File: src/rtl/fir_frame_collector_if.sv
// Handshake bundle between the FIR output stream, the frame collector
// and the downstream FFT stage.
interface fir_frame_collector_if #(
  parameter int DW = 16,
  parameter int N  = 16
);
  logic              fir_valid;
  logic [DW-1:0]     fir_d;
  logic              frm_ready;
  logic              frm_valid;
  logic [N*DW-1:0]   frm_data;
  logic [7:0]        frm_cnt;
  logic              overflow;

  // Producer/consumer side: drives samples and frame acceptance.
  modport master (
    output fir_valid, fir_d, frm_ready,
    input  frm_valid, frm_data, frm_cnt, overflow
  );

  // Collector side.
  modport slave (
    input  fir_valid, fir_d, frm_ready,
    output frm_valid, frm_data, frm_cnt, overflow
  );
endinterface

File: src/rtl/fir_frame_collector.sv
// Collects FIR samples into N-sample frames held in two ping-pong banks and
// presents each complete frame in parallel through a valid/ready handshake.
// Samples arriving while both banks are occupied are dropped and flagged.
module fir_frame_collector #(
  parameter int DW = 16,
  parameter int N  = 16
) (
  input  logic                  clk,
  input  logic                  rst,
  fir_frame_collector_if.slave  bus
);

  localparam int PW = $clog2(N);

  logic [DW-1:0] mem [2][N];
  logic [PW-1:0] wptr;
  logic          wbank;
  logic          rbank;
  logic [1:0]    full;
  logic [7:0]    cnt;
  logic          ovf;
  logic          hs;

  // Frame taken by the consumer at this edge; only ever touches the bank
  // currently presented, which is full, so it never collides with the
  // write-side completion of the other (non-full) bank.
  assign hs = full[rbank] & bus.frm_ready;

  // Write pointer, bank state, delivery count and sticky overflow.
  always_ff @(posedge clk or posedge rst) begin
    if (rst) begin
      wptr  <= '0;
      wbank <= 1'b0;
      rbank <= 1'b0;
      full  <= '0;
      cnt   <= '0;
      ovf   <= 1'b0;
      // NOTE: the banks are reset on purpose: frm_data must read zero after
      // reset, so this storage cannot be left as uninitialised RAM.
      for (int b = 0; b < 2; b++) begin
        for (int k = 0; k < N; k++) begin
          mem[b][k] <= '0;
        end
      end
    end else begin
      // NOTE: full[] is tested on its registered value, so a bank released
      // by the handshake this cycle cannot accept a sample until next cycle.
      if (bus.fir_valid) begin
        if (!full[wbank]) begin
          mem[wbank][wptr] <= bus.fir_d;
          if (wptr == PW'(N - 1)) begin
            full[wbank] <= 1'b1;
            wbank       <= ~wbank;
            wptr        <= '0;
          end else begin
            wptr <= wptr + PW'(1);
          end
        end else begin
          ovf <= 1'b1;
        end
      end
      if (hs) begin
        full[rbank] <= 1'b0;
        rbank       <= ~rbank;
        cnt         <= cnt + 8'd1;
      end
    end
  end

  // Flatten the presented bank; slot 0 (oldest sample) sits in the low bits.
  always_comb begin
    // NOTE: default first so no path through this block can infer a latch.
    bus.frm_data = '0;
    for (int k = 0; k < N; k++) begin
      bus.frm_data[k*DW +: DW] = mem[rbank][k];
    end
  end

  assign bus.frm_valid = full[rbank];
  assign bus.frm_cnt   = cnt;
  assign bus.overflow  = ovf;

endmodule

File: src/flat_wrapper.sv
// flat-port wrapper written by rule: the top's interface ports become plain ports
module fir_frame_collector_flat 
#(
  parameter int DW = 16,
  parameter int N  = 16
)
  (clk, rst, bus_fir_valid, bus_fir_d, bus_frm_ready, bus_frm_valid, bus_frm_data, bus_frm_cnt, bus_overflow);
  fir_frame_collector_if #(.DW(DW), .N(N)) bus_i ();
  input  logic clk;
  input  logic rst;
  input wire logic [$bits(bus_i.fir_valid)-1:0] bus_fir_valid;
  input wire logic [$bits(bus_i.fir_d)-1:0] bus_fir_d;
  input wire logic [$bits(bus_i.frm_ready)-1:0] bus_frm_ready;
  output wire logic [$bits(bus_i.frm_valid)-1:0] bus_frm_valid;
  output wire logic [$bits(bus_i.frm_data)-1:0] bus_frm_data;
  output wire logic [$bits(bus_i.frm_cnt)-1:0] bus_frm_cnt;
  output wire logic [$bits(bus_i.overflow)-1:0] bus_overflow;
  assign bus_i.fir_valid = bus_fir_valid;
  assign bus_i.fir_d = bus_fir_d;
  assign bus_i.frm_ready = bus_frm_ready;
  assign bus_frm_valid = bus_i.frm_valid;
  assign bus_frm_data = bus_i.frm_data;
  assign bus_frm_cnt = bus_i.frm_cnt;
  assign bus_overflow = bus_i.overflow;
  fir_frame_collector #(.DW(DW), .N(N)) u_core (.clk(clk), .rst(rst), .bus(bus_i));
endmodule
File: config.mk
export PLATFORM = sky130hd
export DESIGN_NAME = fir_frame_collector_flat
export DESIGN_NICKNAME = d
export VERILOG_FILES = /design/src/rtl/fir_frame_collector_if.sv /design/src/rtl/fir_frame_collector.sv /design/src/flat_wrapper.sv
export SDC_FILE = /design/constraint.sdc
export NUM_CORES = 1
export LEC_CHECK = 0
export CORE_MARGIN = 8
export CORE_UTILIZATION = 50
export DETAILED_ROUTE_END_ITERATION = 12
export MAX_ROUTING_LAYER = met4
export PLACE_DENSITY = 0.73
export SLEW_MARGIN = 15
export SYNTH_ARGS = -nofsm -noshare
export SYNTH_HDL_FRONTEND = slang
export SYNTH_SLANG_ARGS = --single-unit
File: constraint.sdc
create_clock -name clk -period 46.4 [get_ports clk]
set_input_delay 9.28 -clock clk [delete_from_list [all_inputs] [get_ports clk]]
set_output_delay 9.28 -clock clk [all_outputs]
set_load 0.02 [all_outputs]
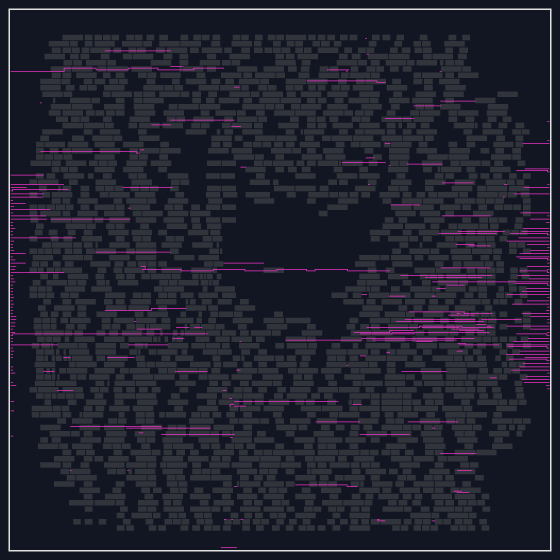
*M3 wires*
wire length on this layer: 2,720 um
main direction: horizontal
longest straight run: 55.7 um
GR met3 Demand/Resource: 0.03409
Total Wirelength: 57,520 um
via count: 13,462

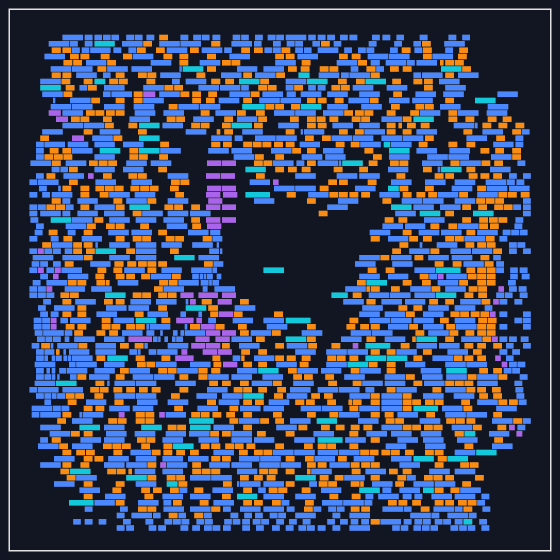
*Sizing map*
[x2] orange | cells: 781 | share: 43%
[x6 and larger] cyan | cells: 73 | share: 4.1%
[x1 and smaller] blue | cells: 885 | share: 49%
[x3 and x4] purple | cells: 61 | share: 3.4%
Final WS setup: 32.87 ns
Repair and plain buffers: 311
final instance area: 28,620 um2

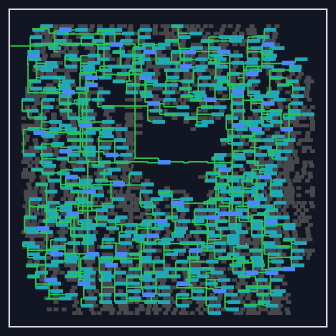
*Clock distribution*
[clock wires] green | length: 6,290 um
[flip-flops] cyan | count: 529
[clock-net drivers] blue | count: 54
flops lie: widely spread

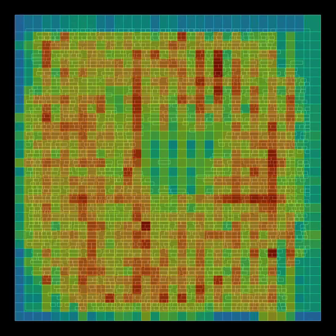
*Track usage over the die*
routed len/inst: 23.89 um
GRT Max-Usage Layer: met2
met2 Track Usage GR: 0.3413

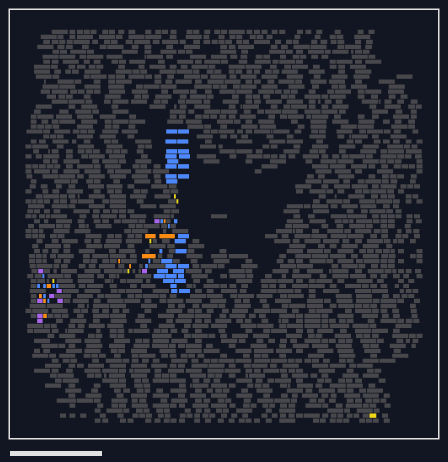
*Selected gate families*
Bar = 50 um.
[nand cells] blue | cells: 43
[nor cells] orange | cells: 10
[xor and xnor cells] purple | cells: 9
[inv cells] yellow | cells: 6
Layout Cells excl Fill: 2,408
combinational share of cell area: 0.3383

==> results.sh <==
# yosys + openroad results
export IMPL_die_area_um2=54570
export IMPL_cts_sinks=529
export IMPL_ir_drop_mv=0.04753
export IMPL_clk_pin_slew_ns=0.06
export IMPL_adder_share=0.002642
export IMPL_cell_internal_pwr_uw=1370
export IMPL_overflow=0
export IMPL_p_comb_frac=0.432
export IMPL_crit_path_max_incr_delay_ns=0.93
export IMPL_period_used=0.2915
export IMPL_cts_root_buf="clkbuf_16"
export IMPL_cts_buffer_depth=3
export IMPL_cp_end_kind="output pin"
export IMPL_slew_violations=0
export IMPL_post_route_min_period_ns=13.53
export IMPL_final_net_count=1785
export IMPL_worstPathArrival_ns=4.25
export IMPL_p_leak_uw=0.01317
export IMPL_outcome="finished, final reports clean"
export IMPL_drtPass1Iterations=5
export IMPL_critPathSlowestCell="dfrtp_4"
export IMPL_grt_pass1_wl_um=87930
export IMPL_drt_iter0_markers=783
export IMPL_cap_violations=0
export IMPL_cts_htree_levels=2
export IMPL_drive_gt1_frac=0.5083
export IMPL_fp_coreArea_um2=46650
export IMPL_via_per_inst=5.591
export IMPL_antenna_left=0
export IMPL_yosys_area_share_aoi=0.001902
export IMPL_io_pin_count=286
export IMPL_insertion_delay_ns=0.59
export IMPL_setup_violations=0
export IMPL_cts_tree="built"
export IMPL_top_cells_by_area="dfrtp_1, mux2_2, nand3_4"
export IMPL_start_kind="register"
export IMPL_min_delay_start="u_core.bus.frm_cnt[7]$_DFFE_PP0N_"
export IMPL_path_cells="buf_4, buf_4, mux2_2, clkdlybuf4s50_1"
export IMPL_cts_resized=0
export IMPL_slew_headroom=0.2835
export IMPL_gp_congestion=0.7807
export IMPL_track_usage=0.2158
export IMPL_cp_required_ns=37.12
export IMPL_async_flop_share=1.000
export IMPL_largest_area_cell="dfrtp_1"
export IMPL_grt_max_degree=191
export IMPL_p_switching_uw=695.1
export IMPL_rows=79
export IMPL_hold_class="reg -> reg"
-- area by class of cell --
| type | instances | area, um2 |
|---|---|---|
| Antenna cell | 1 | 2.502 |
| Clock buffer | 74 | 1508 |
| Clock inverter | 22 | 316.6 |
| Fill cell | 3547 | 18040 |
| Inverter | 6 | 30.03 |
| Multi-Input combinational cell | 858 | 9681 |
| Sequential cell | 529 | 13240 |
| Tap cell | 607 | 759.5 |
| Timing Repair Buffer | 311 | 3080 |
-- routing by layer --
layer	vias up	wire length [um]
met5	-	0
met4	0	1204
met3	81	2720
met2	319	27560
met1	7108	26030
li1	5954	-
-- placed cells by master, fill, tap and decap left out, types with 2 or more instances in the layout --
master,count
clkbuf_1,13
xor2_1,4
clkbuf_16,55
clkbuf_8,6
mux2_1,6
bufinv_16,8
nand3_1,8
ha_1,5
clkdlybuf4s50_1,285
clkinv_2,12
buf_4,24
xnor2_1,5
dfrtp_1,528
mux2_2,761
nand3_2,3
nor2_1,3
o21ai_0,2
nand3_4,27
nand2_1,4
inv_1,5
mux2_4,4
and4bb_2,3
and3_1,4
nor3_1,2
and4b_1,2
-- critical path, delay by kind of cell (launching register included) --
family,cells,cell delay (ns)
muxes,1,0.42
DFF,1,0.93
buffers and inverters,3,2.19
-- registers in the layout (all words and copies together), names as in the netlist --
register	cells
u_core.wptr	4
u_core.bus.overflow	1
u_core.mem	512
u_core.full	2
u_core.rbank	1
u_core.wbank	1
u_core.bus.frm_cnt	8
-- power groups by stage --
| stage | Sequential (uW) | Combinational (uW) | Clock [uW] |
|---|---|---|---|
| floorplan | 686 | 578 | 0 |
| global placement | 724 | 889 | 0 |
| detailed placement | 729 | 902 | 0 |
| CTS | 722 | 908 | 457 |
| global route | 744 | 941 | 476 |
| finish | 725 | 893 | 448 |
-- stage by stage --
stage / util / instance area (um2) / total power [uW] / setup slack (ns) / hold WS [ns]
after global placement: 0.5737 / 26760 / 1613 / 33.55 / 0.4604
after detailed placement: 0.5737 / 26760 / 1632 / 33.53 / 0.4624
final: 0.6134 / 28620 / 2065 / 32.87 / 0.4769
after global routing: 0.6134 / 28620 / 2161 / 32.70 / 0.5004
after CTS: 0.6128 / 28590 / 2088 / 32.86 / 0.4810
after floorplan: - / 23680 / 1265 / 22.34 / 0.4585
-- Yosys cell counts (5+ instances only) --
cell,number
buf_2,10
dfrtp_1,529
nand3_4,27
mux2_2,761
ha_1,5
nand3_1,8
buf_6,29
xnor2_1,5
mux2_1,6
clkbuf_1,77
inv_1,6
-- path summary, 6_finish.rpt --
path / endpoint / slack (ns) / cells past startpoint
max in group asynchronous: u_core.mem[411]$_DFFE_PP0P_ / 34.88 / 4
max reg2reg: u_core.mem[45]$_DFFE_PP0P_ / 43.38 / 4
min: u_core.bus.frm_cnt[7]$_DFFE_PP0N_ / 0.48 / 1
max: bus_frm_data[18] / 32.87 / 4
min reg2reg: u_core.bus.frm_cnt[7]$_DFFE_PP0N_ / 0.48 / 1
min in group asynchronous: u_core.mem[52]$_DFFE_PP0P_ / 9.21 / 2
Power and IR drop assume default switching activity.
